**config.mk**
```make
export PLATFORM = sky130hd
export DESIGN_NAME = multi_cycle_ctrl
export DESIGN_NICKNAME = d
export VERILOG_FILES = /design/src/rtl/multi_cycle_ctrl.sv
export SDC_FILE = /design/constraint.sdc
export NUM_CORES = 1
export LEC_CHECK = 0
export ABC_AREA = 1
export CORE_MARGIN = 2
export CORE_UTILIZATION = 30
export CTS_CLUSTER_DIAMETER = 80
export DETAILED_ROUTE_END_ITERATION = 8
export HOLD_SLACK_MARGIN = 0.05
export RECOVER_POWER = 50
export SYNTH_ARGS = -nofsm -noshare
export SYNTH_HDL_FRONTEND = slang
export SYNTH_SLANG_ARGS = --single-unit
```
**constraint.sdc**
```tcl
create_clock -name inclk -period 3.2 [get_ports inclk]
set_input_delay 0.96 -clock inclk [delete_from_list [all_inputs] [get_ports inclk]]
set_output_delay 0.96 -clock inclk [all_outputs]
set_load 0.01 [all_outputs]
```
**src/rtl/multi_cycle_ctrl.sv**
```systemverilog
// Multi-cycle instruction sequencer: FETCH/DECODE/EXEC/MEM/WB with ack
// timeouts, a terminal error state and a retired-instruction counter.
module multi_cycle_ctrl #(
  parameter int TIMEOUT = 15
) (
  input  logic        inclk,
  input  logic        rst,
  input  logic        run,
  input  logic        im_ack,
  input  logic        dm_ack,
  input  logic        dec_rf_w,
  input  logic        dec_dm_r,
  input  logic        dec_dm_w,
  input  logic        dec_br_taken,
  input  logic        dec_jump,
  output logic        im_req,
  output logic        ir_we,
  output logic        pc_we,
  output logic        dm_req,
  output logic        dm_we,
  output logic        rf_we,
  output logic [2:0]  state,
  output logic        busy,
  output logic        timeout_err,
  output logic [31:0] retired_cnt
);

  localparam logic [2:0] IDLE   = 3'd0;
  localparam logic [2:0] FETCH  = 3'd1;
  localparam logic [2:0] DECODE = 3'd2;
  localparam logic [2:0] EXEC   = 3'd3;
  localparam logic [2:0] MEM    = 3'd4;
  localparam logic [2:0] WB     = 3'd5;
  localparam logic [2:0] ERR    = 3'd6;

  localparam int WW = ($clog2(TIMEOUT + 1) > 4) ? $clog2(TIMEOUT + 1) : 4;

  logic [2:0]    state_nxt;
  logic [WW-1:0] wait_cnt;
  logic          retire;
  logic          wait_expired;
  logic          waiting;

  // Branch/jump only steer the PC mux outside this block; they retire like any
  // non-memory, non-writeback instruction.
  logic unused_ctl_xfer;
  assign unused_ctl_xfer = dec_br_taken ^ dec_jump;

  assign wait_expired = (wait_cnt == WW'(TIMEOUT));
  assign waiting      = ((state == FETCH) && !im_ack) || ((state == MEM) && !dm_ack);

  always_comb begin
    state_nxt = state;
    retire    = 1'b0;
    case (state)
      IDLE:   if (run) state_nxt = FETCH;
      FETCH:  if (im_ack) state_nxt = DECODE;
              else if (wait_expired) state_nxt = ERR;
      DECODE: state_nxt = EXEC;
      EXEC: begin
        if (dec_dm_r && dec_dm_w)      state_nxt = ERR;
        else if (dec_dm_r || dec_dm_w) state_nxt = MEM;
        else if (dec_rf_w)             state_nxt = WB;
        else                           retire    = 1'b1;
      end
      MEM: begin
        // A late ack still wins over the timeout in the same cycle.
        if (dm_ack) begin
          if (dec_dm_r) state_nxt = WB;
          else          retire    = 1'b1;
        end else if (wait_expired) begin
          state_nxt = ERR;
        end
      end
      WB:     retire    = 1'b1;
      ERR:    state_nxt = ERR;
      default: state_nxt = IDLE;
    endcase
    if (retire) state_nxt = run ? FETCH : IDLE;
  end

  always_ff @(posedge inclk) begin
    if (rst) begin
      state       <= IDLE;
      wait_cnt    <= '0;
      retired_cnt <= '0;
    end else begin
      state       <= state_nxt;
      retired_cnt <= retired_cnt + 32'(retire);
      if (state_nxt != state) wait_cnt <= '0;
      else if (waiting)       wait_cnt <= wait_cnt + WW'(1);
    end
  end

  assign im_req      = (state == FETCH);
  assign ir_we       = im_ack && (state == FETCH);
  assign dm_req      = (state == MEM);
  assign dm_we       = dm_req && dec_dm_w;
  assign rf_we       = (state == WB);
  assign pc_we       = retire;
  assign busy        = (state != IDLE) && (state != ERR);
  assign timeout_err = (state == ERR);

endmodule

```
Figure 1. Zoomed window (run 1).
Region (10, 56) to (35, 81) um. Cells in grey, sequential cells in the stronger grey; small squares are vias.
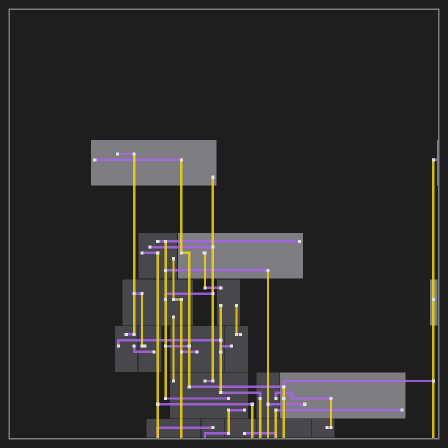
layer	colour
metal 2	yellow
metal 1	purple
cells with their middle in the window	12
sequential cells in the window	3
netlist names of flops here include	wait_cnt (3)
most frequent	nor2_1 (3), dfxtp_1 (3), inv_1 (2)

Figure 2. Placed cells, one colour a class (run 1).
Drawn at 4 px/um.
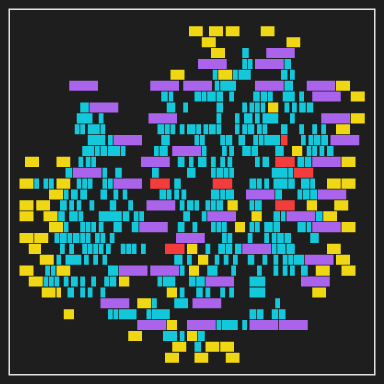
class	colour	cells	share of their area
combinational and other logic	cyan	304	50%
remaining buffers and delay cells	yellow	65	21%
sequential cells	purple	39	27%
clock drivers and dummy loads	red	7	3.0%
placeable core region: 7290 sq um
flop share of the area: 0.255
Layout Utilization: 0.420
std cell rows: 31
cell area after layout: 3060 sq um

==> run notes, run 1 <==
Results of the full flow below.

STA:
- The run gives the number of pins exceeding their max-slew limit in the final report as 0.
- The run gives the number of hold violations in the final report as 0.
- The run puts the final critical-path setup slack at 0.0898 ns.
- The run puts the final cycle utilization of the critical path at 0.972.
- The run puts the maximum frequency from static timing analysis at approximately 320 MHz.
- The run gives the count of endpoints failing setup in the final report as 0.
- The worst path in the final design needs a cycle of roughly 3.1 ns, including I/O delays and setup.
- The run gives the worst-case hold slack as roughly 0.49 ns.
- On the final layout, the worst clock skew is between 0.007 and 0.008 ns.
- The run puts the total negative slack at 0 ns.

Logic synthesis:
- The run gives the floorplan net count as 361.
- The run gives the proportion of synthesized area in mux cells as 0.00496.
- Of the total synthesized cell area, the portion taken by AND, OR, NAND and NOR gates is 0.410.
- Counting every instance in the synthesized netlist gives about 350.
- The run puts the post-synthesis async set-or-reset flop share at 0.
- The mapped netlist covers ~2300 sq um.
- By count the netlist is led by sky130_fd_sc_hd__nand2_1, sky130_fd_sc_hd__inv_1, sky130_fd_sc_hd__nor2_1.
- The run gives the dominant synthesized flop cell as sky130_fd_sc_hd__dfxtp_1.
- By area, the combinational part of the netlist is dominated by simple AND/OR/NAND/NOR gates.
- The run puts the adder-cell share of the synthesized area at 0.0165.
- The run puts the chip area from the yosys synthesis statistics at ~2300 sq um.
- The run puts the total of flip-flops plus latches after synthesis at 39.
- The run gives the area share of the largest cell type after synthesis as 0.344.

Pwr:
- The run puts the cell internal power dissipation at 0.713 mW.
- The leakage power in the latest report is roughly 1.3 nW.
- Summing internal, switching and leakage power gives slightly below 1 mW.
- The run puts the power share of the combinational group at 0.127.
- The run puts the total power density per cell area at ~310 nW/um^2.
- The power report attributes to the clock group a share of 0.351.
- The power report puts the net switching power at about 0.25 mW.
- The run gives the worst supply voltage drop on vdd as 178 uV.
- The run puts the net switching share of the total power at 0.258.

Final layout:
- By instance count after routing, the leading logic cell type is sky130_fd_sc_hd__nand2_1.
- The final design was reported to hold multi-input combinational gates totalling about 250.
- The largest registers in the layout are retired_cnt (32), wait_cnt (4), state (3).
- Ranking logic cells in the layout by count gives the top entries sky130_fd_sc_hd__nand2_1, sky130_fd_sc_hd__inv_1, sky130_fd_sc_hd__nor2_1.
- The run puts the fill cell instance count of the final layout at roughly 790.
- The fraction of cell area in multi-input combinational cells is reported as 0.411.
- The register with the most flip-flops in the layout has 32 of them.
- In the final layout, excluding clock buffers the buffer count is 65.
- The run gives the cell class ranked first by area as combinational gates.
- The run puts the antenna diode instance count at 0.
- The run gives the number of sequential storage elements as 39.
- The run puts the clock-cell share of area at 0.0286.
- The run gives the area overhead of the layout relative to synthesis as 34.7%.

Worst setup path:
- According to the timing report, the critical path is captured at ir_we.
- The critical path endpoint has a required time of between 2 and 2.5 ns.
- The run gives the stage delay of the slowest cell on the critical path as around 0.56 ns.
- On the critical path the data arrives at about 2.2 ns.
- The worst register-to-register path begins at state[1].
- The run gives the sort of element at the start of the critical path as a primary input.
- The launch point of the critical path was reported as im_ack.
- The run puts the total number of cells along the worst setup path at 4.
- The critical path contains buffers and inverters numbering 3 combined.
- The run puts the worst-case reg-to-reg path depth at 15.
- The run puts the register-to-register path setup slack at approximately 0.56 ns.
- For reference, the critical path cell chain is clkdlybuf4s50_1, inv_1, nor2_1, clkdlybuf4s50_1.

Clocking:
- TritonCTS created 5 clock buffers.
- The run puts the number of buffers inserted by hold repair at cts at 0.
- TritonCTS built the clock tree.
- The run gives the number of H-tree levels as 2.
- The run puts the count of instances resized after the clock tree is built at 1.
- The run gives the clock root buffer as sky130_fd_sc_hd__clkbuf_8.
- The run puts the clock transition at the registers of the reported paths at around 0.070 ns.

Status:
- The run finished with clean final reports.

Global route:
- Total global-route track usage over all layers is 0.143.
- The run gives the overflow left after global routing as 0.
- The number of antenna violations at the first check in global routing is 0.
- The first global-routing pass estimated ~9900 um of wire.

Floorplan:
- The run gives the inserted tap cell count as 99.
- The run puts the starting density of the core at 0.311.
- From bottom edge to top edge, the die measures between 90 and 100 um.
- The run gives the number of ports placed on the die boundary as about 53.
- The run puts the horizontal die size at 91.0 um.
- The run puts the area of the die at 8280 sq um.

Placement:
- The run gives the total cell area at the placement stage as just under 3000 sq um.
- The detailed placer reported the number of placed instances as 507.
- The buffer_ports step reported a buffer count of approximately 50.

Route:
- The run gives the number of nets with antenna violations after detailed routing as 0.
- The DRC violation total left in the routed layout is recorded as 0.

Worst hold path:
- Note that the worst hold path type here is reg -> reg.
- The run gives the worst hold path cell count as 2.
- The run gives the sink of the worst hold path as retired_cnt[27].

Flow run:
- The run puts the number of max-cap violations at 0.
Figure 3. Met1 routing (run 1).
Drawn at 4 px/um.
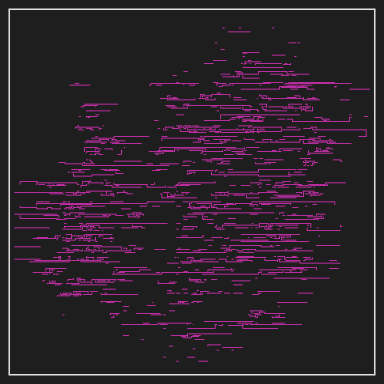
main direction	horizontal
share of all routed wire	46%
wire length on this layer	2630 um
Vias: 2342
DRT Wirelength: 5760 um
GR met1 Demand/Resource: 0.179

Figure 4. Routing congestion (run 1).
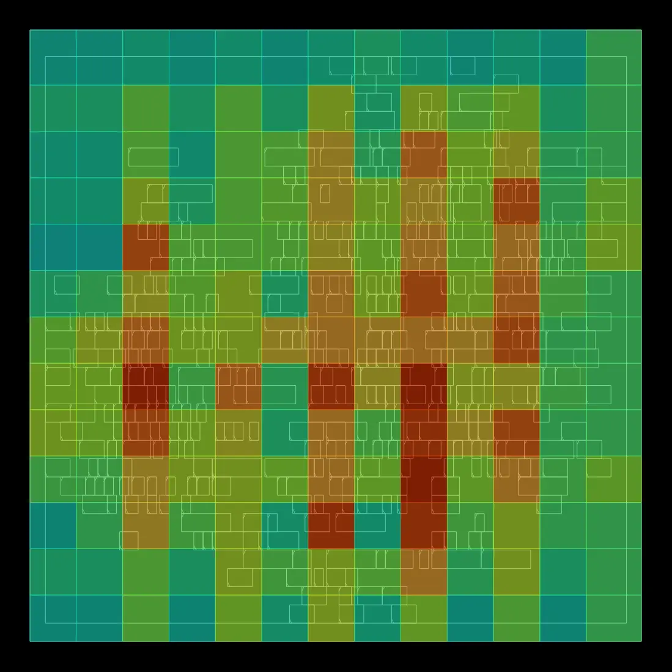
GR met3 Demand/Resource: 0.0357
wire length per cell after detailed routing: 11.2 um

-- run 1: power by group through the flow --
stage	combinational [mW]	sequential (mW)	clock, mW
after global routing	0.137	0.504	0.370
after detailed placement	0.125	0.513	0
final	0.122	0.502	0.337
after CTS	0.126	0.502	0.348
after global placement	0.124	0.513	0
after floorplan	0.0845	0.506	0
-- run 1: metal layers --
| metal | vias to the layer above | share of wire | track usage |
|---|---|---|---|
| met5 | - | 0 | 0 |
| li1 | 1241 | - | - |
| met2 | 57 | 0.48 | 0.248 |
| met3 | 4 | 0.055 | 0.0357 |
| met4 | 0 | 0.0083 | 0.0316 |
| met1 | 1040 | 0.46 | 0.179 |
## Run 2: what changed since run 1
--- a/config.mk
+++ b/config.mk
@@ -11,7 +11,6 @@
 export CTS_CLUSTER_DIAMETER = 80
 export DETAILED_ROUTE_END_ITERATION = 8
 export HOLD_SLACK_MARGIN = 0.05
-export RECOVER_POWER = 50
 export SYNTH_ARGS = -nofsm -noshare
 export SYNTH_HDL_FRONTEND = slang
 export SYNTH_SLANG_ARGS = --single-unit
==> constraint.sdc (replaced) <==
create_clock -name inclk -period 3.7 [get_ports inclk]
set_input_delay 1.11 -clock inclk [delete_from_list [all_inputs] [get_ports inclk]]
set_output_delay 1.11 -clock inclk [all_outputs]
set_load 0.01 [all_outputs]
==> run notes, run 2 <==
Results of the full flow below.

Status:
- The flow ran to the end, and the final reports show no timing, DRC or antenna violations.

Worst setup path:
- The run gives the required time of the critical path as roughly 2.6 ns.
- The launch point of the worst register-to-register path is recorded as state[1].
- The run gives the worst-case reg-to-reg path depth as 15.
- The run gives the worst setup path startpoint as im_ack.
- The run gives the number of buffer and inverter instances along the worst setup path as 3.
- In this run the critical path is formed by clkdlybuf4s50_1, inv_1, nor2_1, clkdlybuf4s50_1.
- The run puts the stage delay of the slowest cell on the critical path at around 0.56 ns.

Pwr:
- The run puts the worst supply voltage drop on vdd at approximately 150 uV.
- Internal power comes to roughly 0.64 mW.
- The power report attributes to the clock group a share of 0.369.
- The run puts the power share of the combinational group at 0.125.
- The run puts the standby leakage power at 1.15 nW.
- The completed layout was analyzed and its total power is 0.859 mW.
- The run gives the combinational gate power as between 0.1 and 0.15 mW.

Floorplan:
- The run puts the area of the die at about 8300 sq um.
- The run puts the row count at 31.
- The run gives the number of ports placed on the die boundary as about 53.
- The run gives the horizontal die size as ~90 um.

Clocking:
- The run gives the TritonCTS buffer count as 5.
- The run gives the clock root buffer as sky130_fd_sc_hd__clkbuf_8.
- The run gives the clock transition at the registers of the reported paths as 0.08 ns.
- The run gives the number of H-tree levels as 2.
- TritonCTS built the clock tree.

Logic synthesis:
- According to the Yosys statistics, the synthesized design has a chip area of between 2000 and 2500 sq um.
- The run puts the number of instances in the synthesized netlist at 348.
- The cell area that synthesis handed to floorplanning was around 2300 sq um.
- Among all flip-flop cells after synthesis, the most frequent one is sky130_fd_sc_hd__dfxtp_1.
- The run gives the post-synthesis async set-or-reset flop share as 0.
- The commonest cells after synthesis are sky130_fd_sc_hd__nand2_1, sky130_fd_sc_hd__inv_1, sky130_fd_sc_hd__nor2_1.

Global route:
- The run gives the met2 track utilization from global routing as 0.252.
- The number of antenna violations at the first check in global routing is 0.
- The run puts the met3 demand-to-capacity share in global routing at 0.0349.
- The run gives the overflow left after global routing as 0.

Worst hold path:
- The run gives the worst hold path cell count as 2.

STA:
- Based on the critical path, the design can be clocked at up to 293 MHz.
- Hold timing on the final database bottoms out at a slack of approximately 0.48 ns.
- The worst path in the final design needs a cycle of about 3.4 ns, including I/O delays and setup.
- The run puts the number of pins exceeding their max-slew limit in the final report at 0.
- Adding up every negative setup slack in the final design gives 0 ns.
- The run puts the final critical-path setup slack at between 0.2 and 0.3 ns.
- The run puts the count of endpoints failing setup in the final report at 0.

Final layout:
- For this run, the share of the core covered by cells in the final layout is 0.412.
- Leaving out fill and tap cells, the most frequent cell in the layout is sky130_fd_sc_hd__nand2_1.
- The most common logic cells in the final layout are sky130_fd_sc_hd__nand2_1, sky130_fd_sc_hd__inv_1, sky130_fd_sc_hd__clkdlybuf4s50_1.
- The register with the most flip-flops in the layout has 32 of them.

Route:
- The run puts the routed length on met3 at about 320 um.
- The run puts the met1 layer wirelength in the final routing at between 2000 and 3000 um.
- The run puts the post-route DRC violation count at 0.
- The run puts the number of nets with antenna violations after detailed routing at 0.
- The run puts the met2 layer wire length in the routed design at approximately 2700 um.

Flow run:
- In this run the maximum-capacitance check reported violations numbering 0.

Placement:
- The detailed placer reported the number of placed instances as slightly below 500.
==> run 2: cell types whose count changed in the layout (fill, tap and decap cells not counted), sizes merged <==
| cell | delta |
|---|---|
| clkdlybuf4s50 | +32 |
| dlygate4sd3 | -32 |
| buf | -10 |
| clkbuf | +1 |
| clkinv | -1 |
| dlygate4sd2 | -1 |
| dlymetal6s2s | +1 |
==> run 2: final cells by class <==
cell class	count	share of cell area
repair buffers	54	0.178
flip-flops and latches	39	0.260
clock buffers	8	0.0333
multi-input cells	250	0.420
well taps	99	0.0413
inverters	54	0.0675
==> run 2: cell families after synthesis <==
group	Yosys count	synth area share
flops	39	0.344
simple gates	197	0.410
mux	1	0.00496
xor+xnor	5	0.0193
compound gates	44	0.105
buf+inv	59	0.101
fa+ha+maj	3	0.0165
Figure 5. Drive-strength map (run 2).
Drawn at 4 px/um.
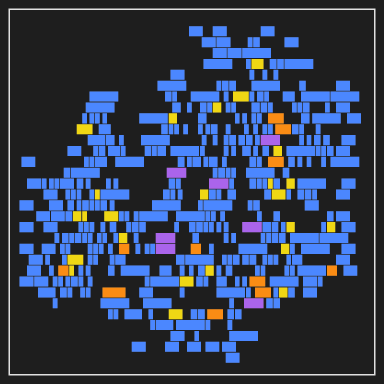
size	colour	cells	share
_2 cells	yellow	24	5.9%
_6 and larger	purple	7	1.7%
_3 and _4 cells	orange	11	2.7%
_0 and _1 cells	blue	363	90%
cell area after layout: 3000 sq um
Area Overhead vs Synth: 32.2%

Figure 6. Met1 routing (run 2).
Drawn at 4 px/um.
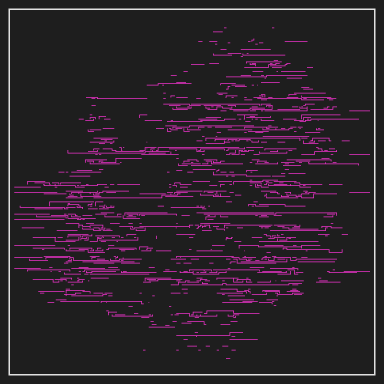
share of all routed wire	46%
wire length on this layer	2630 um
nets with wire on the layer	379
DRT Wirelength: 5720 um
GR met1 Demand/Resource: 0.172
Vias: 2332

Power and IR drop assume default switching activity.
